===== config.mk =====
export PLATFORM = sky130hd
export DESIGN_NAME = muldiv_unit
export DESIGN_NICKNAME = d
export VERILOG_FILES = /design/src/rtl/muldiv_unit.sv
export SDC_FILE = /design/constraint.sdc
export NUM_CORES = 1
export LEC_CHECK = 0
export CAP_MARGIN = 20
export CORE_MARGIN = 5
export CORE_UTILIZATION = 50
export CTS_BUF_LIST = sky130_fd_sc_hd__clkbuf_2 sky130_fd_sc_hd__clkbuf_4 sky130_fd_sc_hd__clkbuf_8
export CTS_CLUSTER_SIZE = 20
export DETAILED_ROUTE_END_ITERATION = 8
export PLACE_DENSITY_LB_ADDON = 0.15
export SYNTH_ARGS = -nofsm -noshare
export SYNTH_HDL_FRONTEND = slang
export SYNTH_SLANG_ARGS = --single-unit

===== constraint.sdc =====
create_clock -name clk -period 12.45 [get_ports clk]
set_input_delay 2.49 -clock clk [delete_from_list [all_inputs] [get_ports clk]]
set_output_delay 2.49 -clock clk [all_outputs]
set_load 0.02 [all_outputs]

===== src/rtl/muldiv_unit.sv =====
`timescale 1ns/1ps
// Iterative RV32M/RV64M multiply/divide unit for the EX stage.
// Shift-add multiply and restoring divide, one bit per cycle.
module muldiv_unit #(
   parameter int XLEN = 32
) (
   input  logic            clk,
   input  logic            rst,
   input  logic            flush,
   input  logic            in_valid,
   output logic            in_ready,
   input  logic [2:0]      funct3,
   input  logic [XLEN-1:0] op_a,
   input  logic [XLEN-1:0] op_b,
   output logic            out_valid,
   input  logic            out_ready,
   output logic [XLEN-1:0] result,
   output logic            busy
);

   localparam int CW = $clog2(XLEN + 1);

   typedef enum logic [1:0] {
      IDLE,
      CALC,
      DONE
   } state_t;

   state_t          state;
   logic [2:0]      op;
   logic            neg;
   logic            neg_r;
   logic [CW-1:0]   cnt;
   logic [XLEN-1:0] acc;
   logic [XLEN-1:0] lo;
   logic [XLEN-1:0] opnd;

   logic            sa;
   logic            sb;
   logic            a_neg;
   logic            b_neg;
   logic [XLEN-1:0] a_mag;
   logic [XLEN-1:0] b_mag;
   logic [XLEN-1:0] min_val;
   logic            div_zero;
   logic            ovf;
   logic [XLEN-1:0] spec_res;

   logic [XLEN:0]     sum;
   logic [XLEN:0]     trial;
   logic [XLEN:0]     diff;
   logic [XLEN-1:0]   acc_n;
   logic [XLEN-1:0]   lo_n;
   logic [2*XLEN-1:0] prod;
   logic [2*XLEN-1:0] prod_s;
   logic [XLEN-1:0]   q_s;
   logic [XLEN-1:0]   r_s;
   logic [XLEN-1:0]   fin;

   assign in_ready = (state == IDLE);
   assign busy     = (state != IDLE);
   assign min_val  = {1'b1, {(XLEN-1){1'b0}}};

   always_comb begin
      sa = 1'b0;
      sb = 1'b0;
      unique case (funct3)
         3'b001, 3'b100, 3'b110: begin
            sa = 1'b1;
            sb = 1'b1;
         end
         3'b010:  sa = 1'b1;
         default: begin end
      endcase
      a_neg    = sa & op_a[XLEN-1];
      b_neg    = sb & op_b[XLEN-1];
      a_mag    = a_neg ? -op_a : op_a;
      b_mag    = b_neg ? -op_b : op_b;
      div_zero = funct3[2] & (op_b == '0);
      ovf      = funct3[2] & ~funct3[0]
               & (op_a == min_val) & (&op_b);
      spec_res = '0;
      if (div_zero)
         spec_res = funct3[1] ? op_a : '1;
      else if (ovf)
         spec_res = funct3[1] ? '0 : op_a;
   end

   // acc/lo hold the product halves for multiply, remainder/quotient for divide
   always_comb begin
      sum   = {1'b0, acc} + (lo[0] ? {1'b0, opnd} : '0);
      trial = {acc, lo[XLEN-1]};
      diff  = trial - {1'b0, opnd};
      if (op[2]) begin
         acc_n = diff[XLEN] ? trial[XLEN-1:0] : diff[XLEN-1:0];
         lo_n  = {lo[XLEN-2:0], ~diff[XLEN]};
      end else begin
         acc_n = sum[XLEN:1];
         lo_n  = {sum[0], lo[XLEN-1:1]};
      end
      prod   = {acc_n, lo_n};
      prod_s = neg ? -prod : prod;
      q_s    = neg ? -lo_n : lo_n;
      r_s    = neg_r ? -acc_n : acc_n;
      if (op[2])
         fin = op[1] ? r_s : q_s;
      else if (op[1:0] == 2'b00)
         fin = prod_s[XLEN-1:0];
      else
         fin = prod_s[2*XLEN-1:XLEN];
   end

   always_ff @(posedge clk) begin
      if (rst) begin
         state     <= IDLE;
         out_valid <= 1'b0;
         result    <= '0;
         cnt       <= '0;
         op        <= '0;
         neg       <= 1'b0;
         neg_r     <= 1'b0;
         acc       <= '0;
         lo        <= '0;
         opnd      <= '0;
      end else if (flush) begin
         state     <= IDLE;
         out_valid <= 1'b0;
      end else begin
         unique case (state)
            IDLE: begin
               if (in_valid) begin
                  op    <= funct3;
                  neg   <= a_neg ^ b_neg;
                  neg_r <= a_neg & (funct3 == 3'b110);
                  acc   <= '0;
                  lo    <= funct3[2] ? a_mag : b_mag;
                  opnd  <= funct3[2] ? b_mag : a_mag;
                  if (div_zero | ovf) begin
                     state     <= DONE;
                     out_valid <= 1'b1;
                     result    <= spec_res;
                  end else begin
                     state <= CALC;
                     cnt   <= CW'(XLEN);
                  end
               end
            end
            CALC: begin
               acc <= acc_n;
               lo  <= lo_n;
               cnt <= cnt - CW'(1);
               if (cnt == CW'(1)) begin
                  state     <= DONE;
                  out_valid <= 1'b1;
                  result    <= fin;
               end
            end
            DONE: begin
               if (out_ready) begin
                  state     <= IDLE;
                  out_valid <= 1'b0;
               end
            end
            default: state <= IDLE;
         endcase
      end
   end

endmodule


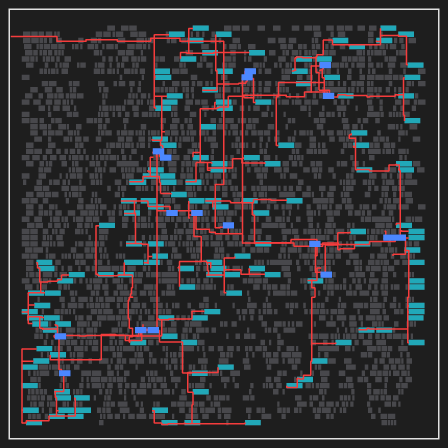
Fig. 1. Clock wires, drivers and flops.
Red marks clock wires, length 2380 um. Cyan marks flip-flops, count 142. Blue marks clock-net drivers, count 17.
There are 18 routed clock nets. Position of the flops: all over the die.

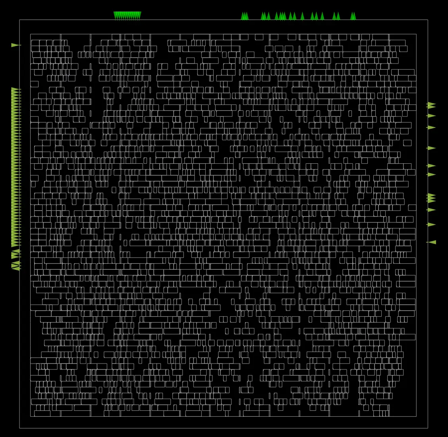
Fig. 2. Placed standard cells.
core footprint: 31560 um2
sequential share of cell area: 16.12%

==> reports/metrics.yaml <==
status:
  status: "finished, final reports clean"
logic_synthesis:
  ys_cells: 2302
  yosysTopAreaCellShare_pct: 17.77
  ys_warn_count: 0
  mux_share_pct: 4.442
  ys.flops: 142
  top_area_cell: "dfxtp_1"
  fp_nets: 2447
  topCellsByArea: "dfxtp_1 18%, nor2_1 7.0%, nand2_1 5.9%"
  synthArstFlopShare_pct: 0
  edf_count: 0
  postSynthSeqShare_pct: 17.77
  ys_types: 106
  synth-main-ff-cell: "dfxtp_1"
  synth-compound-area-share_pct: 30.08
  netlist_top_cells_count: "299 x nor2_1, 250 x nand2_1, 178 x a21oi_1, 163 x o21ai_0, 142 x dfxtp_1"
  most_common_cell: "nor2_1"
  logic_family: "AND-OR/OR-AND gates"
final_layout:
  fillerInstances: 3135
  comb-cell-share_pct: 69.46
  clock_cell_area_share_pct: 2.338
  fin_util_pct: 55.97
  fin_nets: 2458
  syn_to_final_growth_pct: 10.39
  nClkBuffers: 18
  nonClkBufAreaFrac_pct: 7.566
  inv_count: 77
  flop-count: 142
  comb_area_um2: 12270
  nMultiInputCombCells: 1934
  antenna_cells: 1
  drive_gt1_share_pct: 6.323
critical_path:
  reg2regPathDepth: 25
  cp_num_cells: 15
  endpoint: "result[31]$_SDFFE_PP0P_"
  path_buffers: 4
  path_class: "in -> reg"
  worst_setup_path_start_kind: "input pin"
  required_ps: 12860
  cp_slowest_cell: "clkinv_1"
  startpoint: "funct3[2]"
  r2r_start: "lo[31]$_SDFFE_PP0P_"
  cp_top_family: "buffers and inverters"
  endpoint_kind: "flop"
  path_cells: "buf_2 -> buf_4 -> clkinv_1 -> nor2_1 -> nand2_1 -> nor3_1 -> nand3_1 -> nor3_1 -> a21oi_1 -> nor2_1 -> buf_4 -> o21ai_0 -> a21oi_1 -> a21oi_1 -> a311oi_1"
floorplan:
  rows: 65
  die_w_um: 188.9
  die_h_um: 188.9
route:
  routed_via_density: 6.712
  top_layer_used: "met5"
  wirelength_mm: 69.03
  route.met2.wl_mm: 27.66
  drtAntennaViolNets: 0
  wl_per_cell_um: 25.31
  drtIter0Drc: 2520
  dr_wl_met3_mm: 8.146
  met1_length_mm: 29.96
pwr:
  p_leak_nw: 6.562
  top_power_group: "combinational cells"
  power_frac_clock_pct: 28.0
  switching_power_w: 0.0006232
  pwr-share-seq_pct: 33.3
  internal_power_w: 0.0008690
  powerSeq_w: 0.000496
final_timing:
  max_freq_ghz: 0.1433
  relSlewSlack_pct: 20.68
  finalClockPeriodUsage_pct: 56.03
  setup_slack_ps: 5474
  whs_ps: 470.0
  finalClockSkew_ps: 32.59
  setup_viol: 0
  fin_tns_setup_ps: 0
  worst_pin_slew_ps: 1177
  maxSlewViolCount: 0
grt:
  grt_pass1_wl_mm: 103.1
  first_global_vias: 16370
  busiest_layer: "met1"
  grt_use_total_pct: 37.31
  overflow: 0
  grt_use_met3_pct: 7.946
run:
  warning_count: 28
  drv_cap: 0
worst_hold_path:
  whs_path_depth: 2
  hp-start: "opnd[7]$_SDFFE_PP0P_"
  hold_path_class: "reg -> reg"
clock_tree:
  cts_buffer_depth: 2
  holdBufCountCts: 0
  cts_tree: "done"
  cts_buffers: 17
  clkLatencyLatePin_ps: 520
  htreeDepth: 4
placement:
  routabilityCongestion: 1.022
Power figures rest on the tool's default switching activity, not on a simulated workload.
